<file path="src/rtl/pipe_ctrl_pkg.sv">
// Shared constants for the pipeline go/stall controller.
// Stage indices run youngest (IF) to oldest (WB).
package pipe_ctrl_pkg;

  localparam int unsigned NUM_STAGES_DEF = 5;
  localparam int unsigned CNT_W_DEF      = 16;

  localparam int unsigned STG_IF  = 0;
  localparam int unsigned STG_ID  = 1;
  localparam int unsigned STG_EX  = 2;
  localparam int unsigned STG_MEM = 3;
  localparam int unsigned STG_WB  = 4;

endpackage

</file>
<file path="src/rtl/pipe_can_go_ctrl_if.sv">
// Control bundle between the pipeline stages and the go/stall controller.
// master drives the requests, slave is the controller.
interface pipe_can_go_ctrl_if
  import pipe_ctrl_pkg::*;
#(
  parameter int unsigned NUM_STAGES = NUM_STAGES_DEF,
  parameter int unsigned CNT_W      = CNT_W_DEF
);

  logic [NUM_STAGES-1:0] in_OwnCanGo;
  logic                  in_Issue;
  logic [NUM_STAGES-1:0] in_Flush;
  logic                  in_CntClear;
  logic [NUM_STAGES-1:0] out_CanGo;
  logic [NUM_STAGES-1:0] out_Valid;
  logic                  out_IssueReady;
  logic                  out_Retire;
  logic [CNT_W-1:0]      out_StallCount;

  modport master (
    output in_OwnCanGo,
    output in_Issue,
    output in_Flush,
    output in_CntClear,
    input  out_CanGo,
    input  out_Valid,
    input  out_IssueReady,
    input  out_Retire,
    input  out_StallCount
  );

  modport slave (
    input  in_OwnCanGo,
    input  in_Issue,
    input  in_Flush,
    input  in_CntClear,
    output out_CanGo,
    output out_Valid,
    output out_IssueReady,
    output out_Retire,
    output out_StallCount
  );

endinterface

</file>
<file path="src/rtl/sat_counter.sv">
// Saturating up-counter with synchronous clear.
// Reset and clear both win over an increment.
module sat_counter #(
  parameter int unsigned WIDTH = 16
) (
  input  logic             clock,
  input  logic             reset,
  input  logic             in_Inc,
  input  logic             in_Clear,
  output logic [WIDTH-1:0] out_Count
);

  logic [WIDTH-1:0] count_q;
  logic [WIDTH-1:0] count_d;

  always_comb begin
    count_d = count_q;
    if (in_Clear)
      count_d = '0;
    else if (in_Inc && !(&count_q))
      count_d = count_q + 1'b1;
  end

  always_ff @(posedge clock) begin
    if (reset)
      count_q <= '0;
    else
      count_q <= count_d;
  end

  assign out_Count = count_q;

endmodule

</file>
<file path="src/rtl/pipe_can_go_ctrl.sv">
// Per-stage go/stall controller with bubble collapse,
// flush, and an issue-stall counter.
module pipe_can_go_ctrl
  import pipe_ctrl_pkg::*;
#(
  parameter int unsigned NUM_STAGES = NUM_STAGES_DEF,
  parameter int unsigned CNT_W      = CNT_W_DEF
) (
  input  logic               clock,
  input  logic               reset,
  pipe_can_go_ctrl_if.slave  bus
);

  logic [NUM_STAGES:0]   free;
  logic [NUM_STAGES-1:0] can_go;
  logic [NUM_STAGES-1:0] move;
  logic [NUM_STAGES-1:0] valid_q;
  logic [NUM_STAGES-1:0] valid_d;

  assign free[NUM_STAGES] = 1'b1;

  // Oldest to youngest: a stage is free if empty or leaving.
  for (genvar i = NUM_STAGES - 1; i >= 0; i--) begin : g_chain
    assign can_go[i] = bus.in_OwnCanGo[i] & free[i+1];
    assign move[i]   = valid_q[i] & can_go[i];
    assign free[i]   = ~valid_q[i] | move[i];
  end

  // Flush only masks the next state, never the go chain.
  always_comb begin
    valid_d    = '0;
    valid_d[0] = ~bus.in_Flush[0]
               & ((bus.in_Issue & free[0])
                 | (valid_q[0] & ~move[0]));
    for (int i = 1; i < NUM_STAGES; i++) begin
      valid_d[i] = ~bus.in_Flush[i]
                 & (move[i-1] | (valid_q[i] & ~move[i]));
    end
  end

  always_ff @(posedge clock) begin
    if (reset)
      valid_q <= '0;
    else
      valid_q <= valid_d;
  end

  sat_counter #(
    .WIDTH (CNT_W)
  ) u_stall_cnt (
    .clock     (clock),
    .reset     (reset),
    .in_Inc    (bus.in_Issue & ~free[0]),
    .in_Clear  (bus.in_CntClear),
    .out_Count (bus.out_StallCount)
  );

  assign bus.out_CanGo      = can_go;
  assign bus.out_Valid      = valid_q;
  assign bus.out_IssueReady = free[0];
  assign bus.out_Retire     = move[NUM_STAGES-1];

endmodule

</file>
<file path="src/flat_wrapper.sv">
// flat-port wrapper written by rule: the top's interface ports become plain ports
module pipe_can_go_ctrl_flat import pipe_ctrl_pkg::*;
#(
  parameter int unsigned NUM_STAGES = NUM_STAGES_DEF,
  parameter int unsigned CNT_W      = CNT_W_DEF
)
  (clock, reset, bus_in_OwnCanGo, bus_in_Issue, bus_in_Flush, bus_in_CntClear, bus_out_CanGo, bus_out_Valid, bus_out_IssueReady, bus_out_Retire, bus_out_StallCount);
  pipe_can_go_ctrl_if #(.NUM_STAGES(NUM_STAGES), .CNT_W(CNT_W)) bus_i ();
  input  logic clock;
  input  logic reset;
  input wire logic [$bits(bus_i.in_OwnCanGo)-1:0] bus_in_OwnCanGo;
  input wire logic [$bits(bus_i.in_Issue)-1:0] bus_in_Issue;
  input wire logic [$bits(bus_i.in_Flush)-1:0] bus_in_Flush;
  input wire logic [$bits(bus_i.in_CntClear)-1:0] bus_in_CntClear;
  output wire logic [$bits(bus_i.out_CanGo)-1:0] bus_out_CanGo;
  output wire logic [$bits(bus_i.out_Valid)-1:0] bus_out_Valid;
  output wire logic [$bits(bus_i.out_IssueReady)-1:0] bus_out_IssueReady;
  output wire logic [$bits(bus_i.out_Retire)-1:0] bus_out_Retire;
  output wire logic [$bits(bus_i.out_StallCount)-1:0] bus_out_StallCount;
  assign bus_i.in_OwnCanGo = bus_in_OwnCanGo;
  assign bus_i.in_Issue = bus_in_Issue;
  assign bus_i.in_Flush = bus_in_Flush;
  assign bus_i.in_CntClear = bus_in_CntClear;
  assign bus_out_CanGo = bus_i.out_CanGo;
  assign bus_out_Valid = bus_i.out_Valid;
  assign bus_out_IssueReady = bus_i.out_IssueReady;
  assign bus_out_Retire = bus_i.out_Retire;
  assign bus_out_StallCount = bus_i.out_StallCount;
  pipe_can_go_ctrl #(.NUM_STAGES(NUM_STAGES), .CNT_W(CNT_W)) u_core (.clock(clock), .reset(reset), .bus(bus_i));
endmodule
</file>
<file path="config.mk">
export PLATFORM = sky130hd
export DESIGN_NAME = pipe_can_go_ctrl_flat
export DESIGN_NICKNAME = d
export VERILOG_FILES = /design/src/rtl/pipe_ctrl_pkg.sv /design/src/rtl/pipe_can_go_ctrl_if.sv /design/src/rtl/sat_counter.sv /design/src/rtl/pipe_can_go_ctrl.sv /design/src/flat_wrapper.sv
export SDC_FILE = /design/constraint.sdc
export NUM_CORES = 1
export LEC_CHECK = 0
export CORE_MARGIN = 1
export CORE_UTILIZATION = 48
export DETAILED_ROUTE_END_ITERATION = 10
export MAX_ROUTING_LAYER = met4
export PLACE_DENSITY = 0.82
export SYNTH_ARGS = -nofsm -noshare
export SYNTH_HDL_FRONTEND = slang
export SYNTH_HIERARCHICAL = 1
export SYNTH_SLANG_ARGS = --single-unit
</file>
<file path="constraint.sdc">
create_clock -name clock -period 6.4 [get_ports clock]
set_input_delay 0.64 -clock clock [delete_from_list [all_inputs] [get_ports clock]]
set_output_delay 0.64 -clock clock [all_outputs]
set_load 0.03 [all_outputs]
</file>
run_1/density.png
The die is cut into 10 by 10 equal tiles; dark blue is low, red is high, 0 to 100% covered.
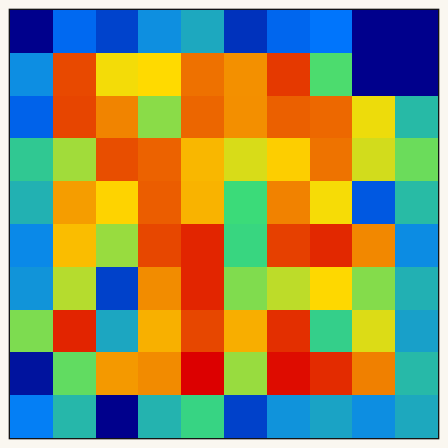
tiles over 75% full = 41%
mean over tiles = 58%
fullest tile = 100%
densest ninth of the die = centre
emptiest ninth of the die = north-east
effective utilization at floorplan: 52.8%
post-layout util: 70.8%

run_1/gate_families.png
Bar = 20 um.
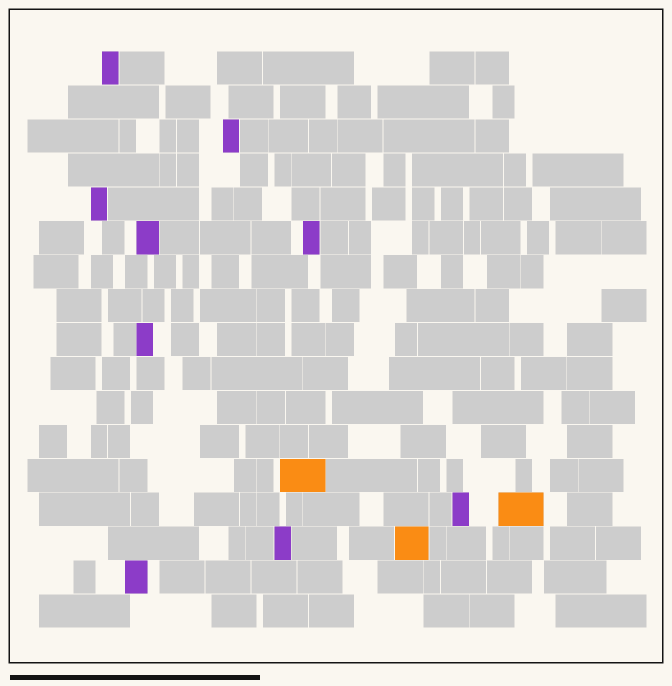
AND-OR and OR-AND gates -> orange  # cells 3
NOR gates -> purple  # cells 9

==> notes.org, run 1 <==
#+TITLE: Flow metrics

** Outcome
- The run finished with clean final reports.

** Clock network
- CTS clk-pin slew, worst paths :: 0.12 ns
- Clk sinks :: 21
- CTS built an H-tree with a depth of 1.
- Clock Tree Buf Depth :: 2
- Buffer count from post-CTS setup fixing :: 0
- Quantity of gates resized following cts :: 0
- Clk latency late pin :: about 0.3 ns
- Buffers inserted during clock tree synthesis total 3.
- In this run the clock root is driven by a sky130_fd_sc_hd__clkbuf_4.
- TritonCTS built the clock tree.
- For this design, the CTS-stage hold fixing added 0 buffers.

** Power and ir drop
- Total Power :: between 0.2 and 0.25 mW
- Sequential cells account for 59.1% of the total power.
- Gate power share :: 12.0%
- The power report lists cell-internal power as 0.169 mW.
- Leakage power total :: roughly 0.52 nW
- Share of total power in the clock network :: 28.9%
- Per the power-grid run, VDD falls by no more than between 0.0001 and 0.00015 V.
- Summed over all nets, the switching power comes to 0.0540 mW.
- The power report shows net switching accounting for 24.2% of the total.
- Power spread over the standard cell area amounts to roughly 140 mW/mm^2.

** Layout
- The post-route netlist has 6.08% of its cells at a drive strength greater than 1.
- After routing the design area is 0.00163 mm^2.
- NumNets Final :: 197
- The finished layout holds 209 standard cells, fillers aside.
- By instance count after routing, the leading logic cell type is sky130_fd_sc_hd__clkdlybuf4s50_1.
- Layout Area Growth over Synthesis :: 34.2%
- The number of antenna diodes in the final layout is 0.
- Commonest cells after routing, fill and taps aside :: sky130_fd_sc_hd__clkdlybuf4s50_1, sky130_fd_sc_hd__dfxtp_1, sky130_fd_sc_hd__nand2_1, sky130_fd_sc_hd__a21oi_1, sky130_fd_sc_hd__nand3_1

** Route
- Dividing the detail-routed via count by the number of cells gives between 6 and 7.
- Metal1 wirelength :: 1370 um
- The first detailed-routing pass took 4 iterations.
- Nets still carrying antenna violations after routing amount to 0.
- The routed layout reports a DRC error count of 0.
- Per the detail_route log, the uppermost layer with routed signals is met4.
- Per the detail_route log, met3 wirelength is 221 um.
- Starting DRC count in detailed routing :: 41
- Detail Route met2 WL :: about 1700 um

** Die
- The floorplan report gives the top-level pin count as 42.
- From bottom edge to top edge, the die measures 52.3 um.
- Area enclosed by the die boundary :: 0.00273 mm^2
- The horizontal die dimension reported for this design is 52.3 um.
- Per the OpenROAD floorplan log, the area of the core is 0.00230 mm^2.

** Timing
- Hold is met by roughly 0.52 ns.
- Final worst-path setup slack :: approximately 3.2 ns
- Hold violation count in the final report :: 0
- On the final layout, the worst clock skew is 0.00615 ns.
- Per the finish-stage timing summary, setup violations number 0.
- The worst path uses 50.3% of the clock period.
- Subtracting the final worst setup slack from the clock period gives 3.22 ns.
- Looking at the max-slew report, the worst-margin pin has a slew of 0.619 ns.
- Worst slew slack as a fraction of its limit :: 58.6%
- Setup TNS :: 0 ns
- Peak clock frequency supported by timing :: 0.311 GHz
- Unrepaired setup endpoints after global routing :: no

** Global route
- After global routing the overflow that remains totals 0.
- Antenna violations before repair :: 0
- First-pass GRT wire length :: 5130 um
- Met2 Use GR :: between 40% and 50%
- The number of global-route vias before repair is 1174.
- Maximum number of pins on one net before global-route repair :: 14
- Met3 layer usage reported by global route :: 3.77%

** Setup path
- The worst setup path is launched from an input pin.
- Looking at the setup timing report, the critical path kind is in2out.
- The worst setup path is captured at an output port.
- Maximum net fanout on the critical path :: 5
- Worst reg2reg setup slack :: approximately 3.7 ns
- At the worst endpoint, the arrival time is 2.58 ns.
- According to the timing report, the data required time at the worst endpoint equals 5.76 ns.

** Place
- The HPWL after detailed placement is 2430 um.
- Gpl congestion :: 0.812
- Count of input and output buffers :: around 41
- Setup slack on the worst path after placement came out at 2.99 ns.
- Summing all placed instances gives a cell area of 0.00160 mm^2.
- The detailed placer reported the number of placed instances as 205.

** Logic synthesis
- For reference, the top logic cell family by area is simple AND/OR/NAND/NOR gates.
- Syn nets :: between 150 and 200
- For reference, compound AND-OR and OR-AND cells occupy 23.4% of the area reported after synthesis.
- After synthesis, the mean cell area works out to between 8 and 9 um^2.
- Main area contributors :: sky130_fd_sc_hd__dfxtp_1, sky130_fd_sc_hd__a21oi_1, sky130_fd_sc_hd__nand3_1
- Cells after Synth :: 144
- Total of warnings raised by yosys :: 6
- Top cells by instance count after synthesis :: sky130_fd_sc_hd__dfxtp_1, sky130_fd_sc_hd__nand2_1, sky130_fd_sc_hd__a21oi_1, sky130_fd_sc_hd__nand3_1
- Post-synthesis cell type count :: 41
- In this run, synthesis produced a sequential element count of 21.
- Post-synthesis mux area share :: between 1.5 and 2%
- Per the synthesis report, the single largest cell type by area occupies a little over a third of cell area.
- Before any placement, the netlist area is recorded as 0.00121 mm^2.
- Synthesized chip area reported by yosys :: 0.00121 mm^2
- Post-synthesis share of cell area spent on full adders, half adders and majority gates :: 1.03%
- Cell taking the most area after synthesis :: sky130_fd_sc_hd__dfxtp_1
- In the Yosys report the total cell count is approximately 140.
- Post-synthesis share of cell area spent on and, or, nand and nor gates :: 33.2%
- Post-synth the commonest register cell is sky130_fd_sc_hd__dfxtp_1.
- For reference, XOR and XNOR gates occupy 0% of the area reported after synthesis.
- Async set-reset flop share out of synthesis :: 0%
- Yosys mapped a number of flops with a built-in enable equal to 0.
- Most popular library cell in the synthesized design by count :: sky130_fd_sc_hd__dfxtp_1

** Job
- Number of logged tool warnings :: 26

** Hold path
- Class of the worst hold path :: reg2reg
run_1/metal_stack.png
Bar = 20 um.
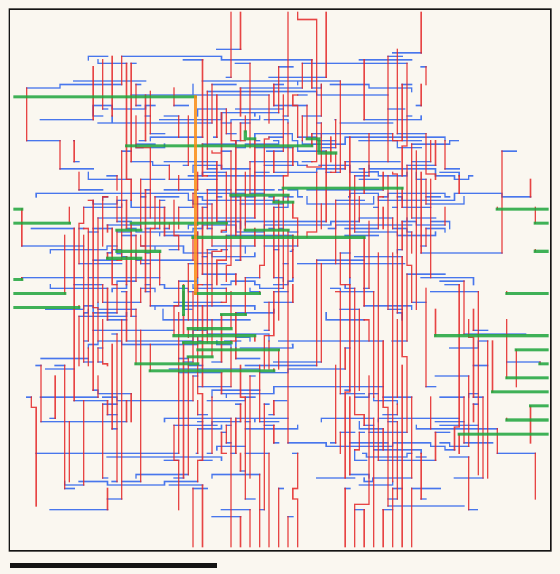
met3 -> green  # wire length 222 um
met2 -> red  # wire length 1700 um
met4 -> orange  # wire length 19.0 um
met1 -> blue  # wire length 1370 um
global routing usage summed across all routing layers: 26.0%
total via count after detailed routing: 1315
Wirelength per Cell: 15.8 um
aggregate routed wire length: 3310 um

run_1/final_congestion.png
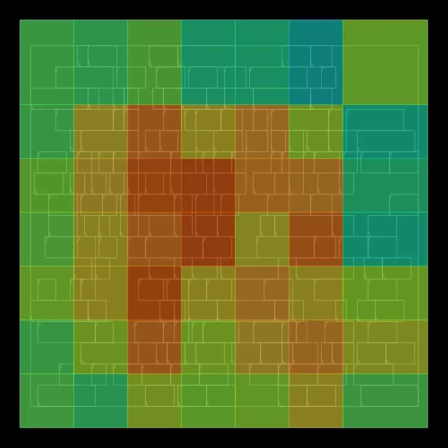
global routing met1 resource utilization: 31.4%
Top Usage Layer GRT: met2

[run 1: cells by family (layout without fill, tap and decap cells)]
family	after synthesis	count (layout)
adders and majority gates	1	1
DFF	21	21
buffers and inverters	12	49
muxes	2	2
AOI/OAI and AO/OA	41	41
and+or+nand+nor	67	67
[run 1: final cells by class]
class	instances	area [um^2]
multi-input combinational	111	719
fill	193	671
sequential	21	420
timing repair buffer	41	410
tap	28	35.0
clock buffer	4	26.3
inverter	4	15.0
[run 1: final timing paths]
kind / startpoint / cells past startpoint / end
min reg2reg: u_core/bus.out_Valid[3] / 2 / u_core/bus.out_Valid[4]
max: bus_in_OwnCanGo[4] / 6 / bus_out_CanGo[0]
max reg2reg: u_core/bus.out_Valid[4] / 8 / u_core/u_stall_cnt/out_Count[15]
min: u_core/bus.out_Valid[3] / 2 / u_core/bus.out_Valid[4]
[run 1: power groups by stage]
stage / clock network [mW] / logic [mW] / registers (mW)
final: 0.0645 / 0.0267 / 0.132
after global placement: 0 / 0.0258 / 0.135
after CTS: 0.0665 / 0.0264 / 0.132
after global routing: 0.0718 / 0.0279 / 0.132
after floorplan: 0 / 0.0101 / 0.135
after detailed placement: 0 / 0.0264 / 0.135
[run 1: sequential cells by signal, indices dropped and copies added (netlist names)]
| register | count |
|---|---|
| u_core/u_stall_cnt/out_Count | 16 |
| u_core/bus.out_Valid | 5 |
[run 1: worst max-delay path, stage by stage]
cell and delay (ns):
sky130_fd_sc_hd__clkdlybuf4s50_1 0.50, sky130_fd_sc_hd__nand2b_4 0.15, sky130_fd_sc_hd__a21bo_1 0.18, sky130_fd_sc_hd__a2bb2oi_2 0.28
sky130_fd_sc_hd__and2_1 0.17, sky130_fd_sc_hd__clkdlybuf4s50_1 0.66
run_1/clock_map.png
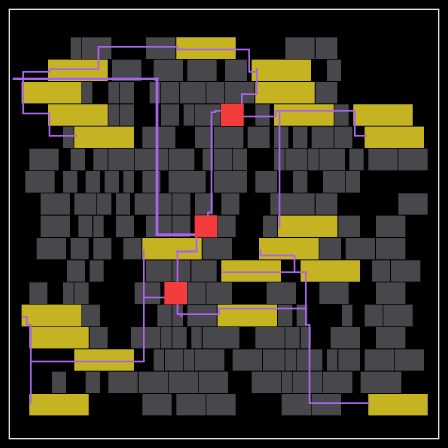

--- run 2 (diff from run 1) ---
Settings changed: CORE_UTILIZATION 48 to 44, PLACE_DENSITY 0.82 to 0.76.
Clock period 6.4 ns to 3.4 ns, I/O delays scaled along.
run_2/clock_map.png
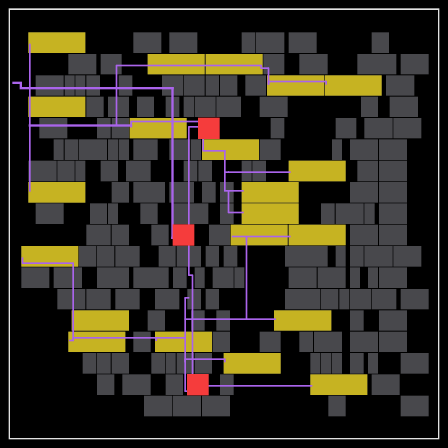
clock wires -> purple  # length 277 um
cells driving clock nets -> red  # count 3
flip-flops -> yellow  # count 21
flops lie = widely spread

==> run 2 against run 1 <==
  * Utilization fell by 6.5 points
  * Global-route usage fell by 3.0 points
  * Combinational power rose by 88%
  * Sequential share of layout area fell by 0.18 points
  * Register-to-register slack got worse by 2.7 ns
  * Die size rose by 8.7%
  * Via count fell by 2.1%
  * Sequential power rose by 88%
  * Total power rose by 90%
  * Clock-buffer cell count fell by 1
  * First-iteration DRC count fell by 15%
  * Critical endpoint is now bus_out_IssueReady
==> notes.org, run 2 <==
#+TITLE: Flow metrics

** Outcome
- Outcome :: finished clean

** Global route
- The number of global-route vias before repair was 1099 (-6.4%).
- Maximum number of pins on one net before global-route repair :: 14 (unchanged)
- The total grt overflow came to 0 (unchanged).
- Global routing usage summed across all routing layers :: 23.0% (-3.0 points)
- First-pass GRT wire length :: 4720 um (-8.1%)
- Antenna violations before repair :: 0 (unchanged)

** Layout
- Most frequent logic cell in the layout :: sky130_fd_sc_hd__clkdlybuf4s50_1
- Count of non-filler cells in the finished layout :: 212 (+1.4%)
- NumNets Final :: 198 (+0.51%)
- The post-layout instance area is 0.00164 mm^2 (+0.69%).
- Layout Area Growth over Synthesis :: 35.1%
- The flip-flop count of the largest register after layout is 16 (unchanged).
- Fraction of layout cells with a size suffix above 1 :: 7.14% (+1.1 points)
- The final design utilization was 64.4% (-6.5 points).
- The number of diodes is 0 (unchanged).
- Commonest cells after routing, fill and taps aside :: sky130_fd_sc_hd__clkdlybuf4s50_1, sky130_fd_sc_hd__dfxtp_1, sky130_fd_sc_hd__nand2_1, sky130_fd_sc_hd__a21oi_1, sky130_fd_sc_hd__nand3_1

** Logic synthesis
- sky130_fd_sc_hd__dfxtp_1 is the most common cell in the netlist.
- The number of nets at floorplan is 159 (unchanged).
- Dominant comb cell :: simple AND/OR/NAND/NOR gates
- Area share of and-or/or-and cells after synthesis :: 23.4% (unchanged)
- Post-synthesis mux area share :: 1.65% (unchanged)
- The gate count of the mapped netlist is 144 (unchanged).
- Cell area after synthesis :: 0.00121 mm^2 (unchanged)
- Cell taking the most area after synthesis :: sky130_fd_sc_hd__dfxtp_1
- The chip area estimate from yosys synthesis is 0.00121 mm^2 (unchanged).
- Number of storage elements in the synthesis netlist :: 21 (unchanged)
- The per-instance average area after synthesis was 8.42 um^2 (unchanged).
- The yosys warning tally was 6 (unchanged).
- For reference, the top cells by count after synthesis are sky130_fd_sc_hd__dfxtp_1, sky130_fd_sc_hd__nand2_1, sky130_fd_sc_hd__a21oi_1, sky130_fd_sc_hd__nand3_1.
- Area leader share :: 34.7% (unchanged)
- The count of cell types in the netlist was 41 (unchanged).
- Synthesized-area fraction occupied by xor and xnor cells :: 0% (unchanged)
- Post-synthesis share of cell area spent on and, or, nand and nor gates :: 33.2% (unchanged)
- For reference, the top cells by area after synthesis are sky130_fd_sc_hd__dfxtp_1, sky130_fd_sc_hd__a21oi_1, sky130_fd_sc_hd__nand3_1.
- The commonest register cell is sky130_fd_sc_hd__dfxtp_1.

** Setup path
- Data required, critical path :: 3.06 ns (-2.70 ns)
- Maximum net fanout on the critical path :: 5 (unchanged)
- The arrival time of the worst setup path came to 2.26 ns (-0.32 ns).
- STA classifies the critical path startpoint as an input pin.

** Job
- Across the run, the number of max-cap violations was 0.
- Number of logged tool warnings :: 26 (unchanged)

** Die
- Effective utilization at floorplan :: 47.6% (-5.1 points)
- Area of the placeable core :: 0.00254 mm^2 (+11%)
- The die outline area was 0.00297 mm^2 (+8.7%).
- Number of I/O pins :: 42 (unchanged)
- Width of the die :: 54.5 um (+4.3%)

** Timing
- After layout, the worst path uses 76.3% of the clock period.
- Unrepaired setup endpoints after global routing :: no
- Clock Skew :: 0.00432 ns (-0.00183 ns)
- Transition time at the pin with the least slew margin :: 0.497 ns (-0.122 ns)
- Slew Limit Fails :: 0
- The count of endpoints failing hold in the final timing report came to 0 (unchanged).
- Min Tclk post-route :: 2.60 ns
- Setup TNS :: 0 ns (unchanged)
- Worst slew slack as a fraction of its limit :: 66.7% (+8.2 points)
- Count of endpoints failing setup in the final report :: 0 (unchanged)
- In this build the clock could be raised as far as 0.385 GHz.
- The minimum setup slack in the final design was 0.805 ns (-2.38 ns).
- The minimum hold slack was 0.488 ns (-0.0293 ns).

** Clock network
- Number of levels in the clock H-tree :: 1 (unchanged)
- Buffer count from post-CTS setup fixing :: 0 (unchanged)
- The number of gates resized after cts was 0 (unchanged).
- Clock tree from TritonCTS :: done
- In this run the clock root is driven by a sky130_fd_sc_hd__clkbuf_4.
- Clk sinks :: 21 (unchanged)
- The clock transition at the registers of the reported paths was 0.12 ns (about the same).
- Clock Tree Buf Depth :: 2 (unchanged)
- The quantity of hold-fixing buffers added after cts was 0 (unchanged).
- The clock latency reported for the late side of the worst-skew pair is 0.31 ns (about the same).
- The number of buffers inserted during clock tree synthesis was 3 (unchanged).

** Power and ir drop
- The largest voltage drop on the vdd net is 0.000157 V (+27%).
- The power density over cell area is 258 mW/mm^2 (+88%).
- Leakage power total :: 0.532 nW (+1.6%)

** Route
- The count of nets left with antenna violations after detail routing came to 0 (unchanged).
- Detailed-route DRC error count :: 0 (unchanged)
- Aggregate routed wire length :: 3200 um (-3.3%)
- Wirelength per Cell :: 15.1 um (-4.7%)
- The via count came to 1288 (-2.1%).
- Initial DRT Pass Iterations :: 4 (unchanged)
- Starting DRC count in detailed routing :: 35 (-15%)
- The number of vias per cell after detailed routing was 6.08 (-3.4%).

** Place
- Number of cells in the design after placement :: 208 (+1.5%)
- The post-placement cell area came to 0.00161 mm^2 (+0.63%).
- Placement-stage worst setup slack :: 0.538 ns (-2.45 ns)
- Gpl congestion :: 0.862 (+6.2%)
- The number of buffers inserted by port buffering was 41 (unchanged).
- HPWL Detailed :: 2310 um (-5.0%)

** Hold path
- Class of the worst hold path :: reg2reg
run_2/final_congestion.png
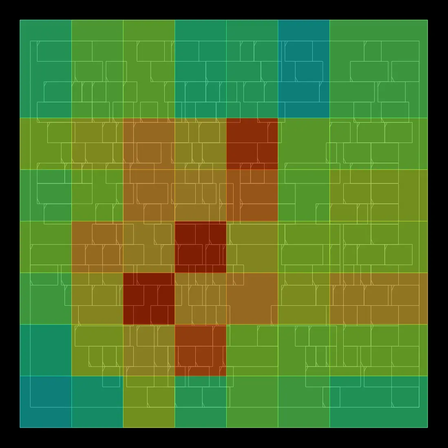
global routing met1 resource utilization: 26.7%
met3 layer usage reported by global route: 2.78%
met2 Use GR: 39.4%

==> run 2: cell counts after synthesis <==
No cell type changed its count.
==> run 2: cell type report <==
class	instances	area [um^2]
Timing Repair Buffer	42	418
Clock inverter	1	5.00
Multi-Input combinational cell	111	719
Sequential cell	21	420
Tap cell	30	37.5
Fill cell	222	907
Clock buffer	3	22.5
Inverter	4	15.0
==> run 2: power breakdown <==
part	leakage (nW)	total (mW)	internal, mW	switching [mW]
Sequential	0.169	0.248	0.247	0.00101
Combinational	0.345	0.0502	0.0256	0.0246
Clock	0.0177	0.125	0.0439	0.0806
Total	0.532	0.423	0.316	0.106
==> run 2: critical path: stages <==
cell                              delay (ns)
sky130_fd_sc_hd__clkdlybuf4s50_1        0.50
sky130_fd_sc_hd__nand2b_4               0.14
sky130_fd_sc_hd__a21bo_1                0.18
sky130_fd_sc_hd__a2bb2oi_2              0.25
sky130_fd_sc_hd__a21bo_1                0.16
sky130_fd_sc_hd__clkdlybuf4s50_1        0.68
==> run 2: cells by family after synthesis <==
family / Yosys count
AND/OR/NAND/NOR: 67
AND-OR/OR-AND: 41
flip-flops: 21
buffers and inverters: 12
multiplexers: 2
adder cells (fa/ha/maj): 1
==> run 2: final timing paths <==
path,from,end,slack [ns],cells after the start
worst max-delay path,bus_in_OwnCanGo[4],bus_out_IssueReady,0.80,6
worst min register to register,u_core/bus.out_Valid[3],u_core/bus.out_Valid[4],0.49,2
worst max register to register,u_core/bus.out_Valid[4],u_core/u_stall_cnt/out_Count[15],0.97,9
worst min-delay path,u_core/bus.out_Valid[3],u_core/bus.out_Valid[4],0.49,2
==> run 2: routing by layer <==
layer	share of wire, %	GRT usage [%]	vias up
li1	-	-	630
met1	43	26.7	603
met2	48	39.4	53
met3	7.6	2.78	2
met4	0.59	9.83	0
met5	0	-	-
Power and IR drop assume default switching activity.
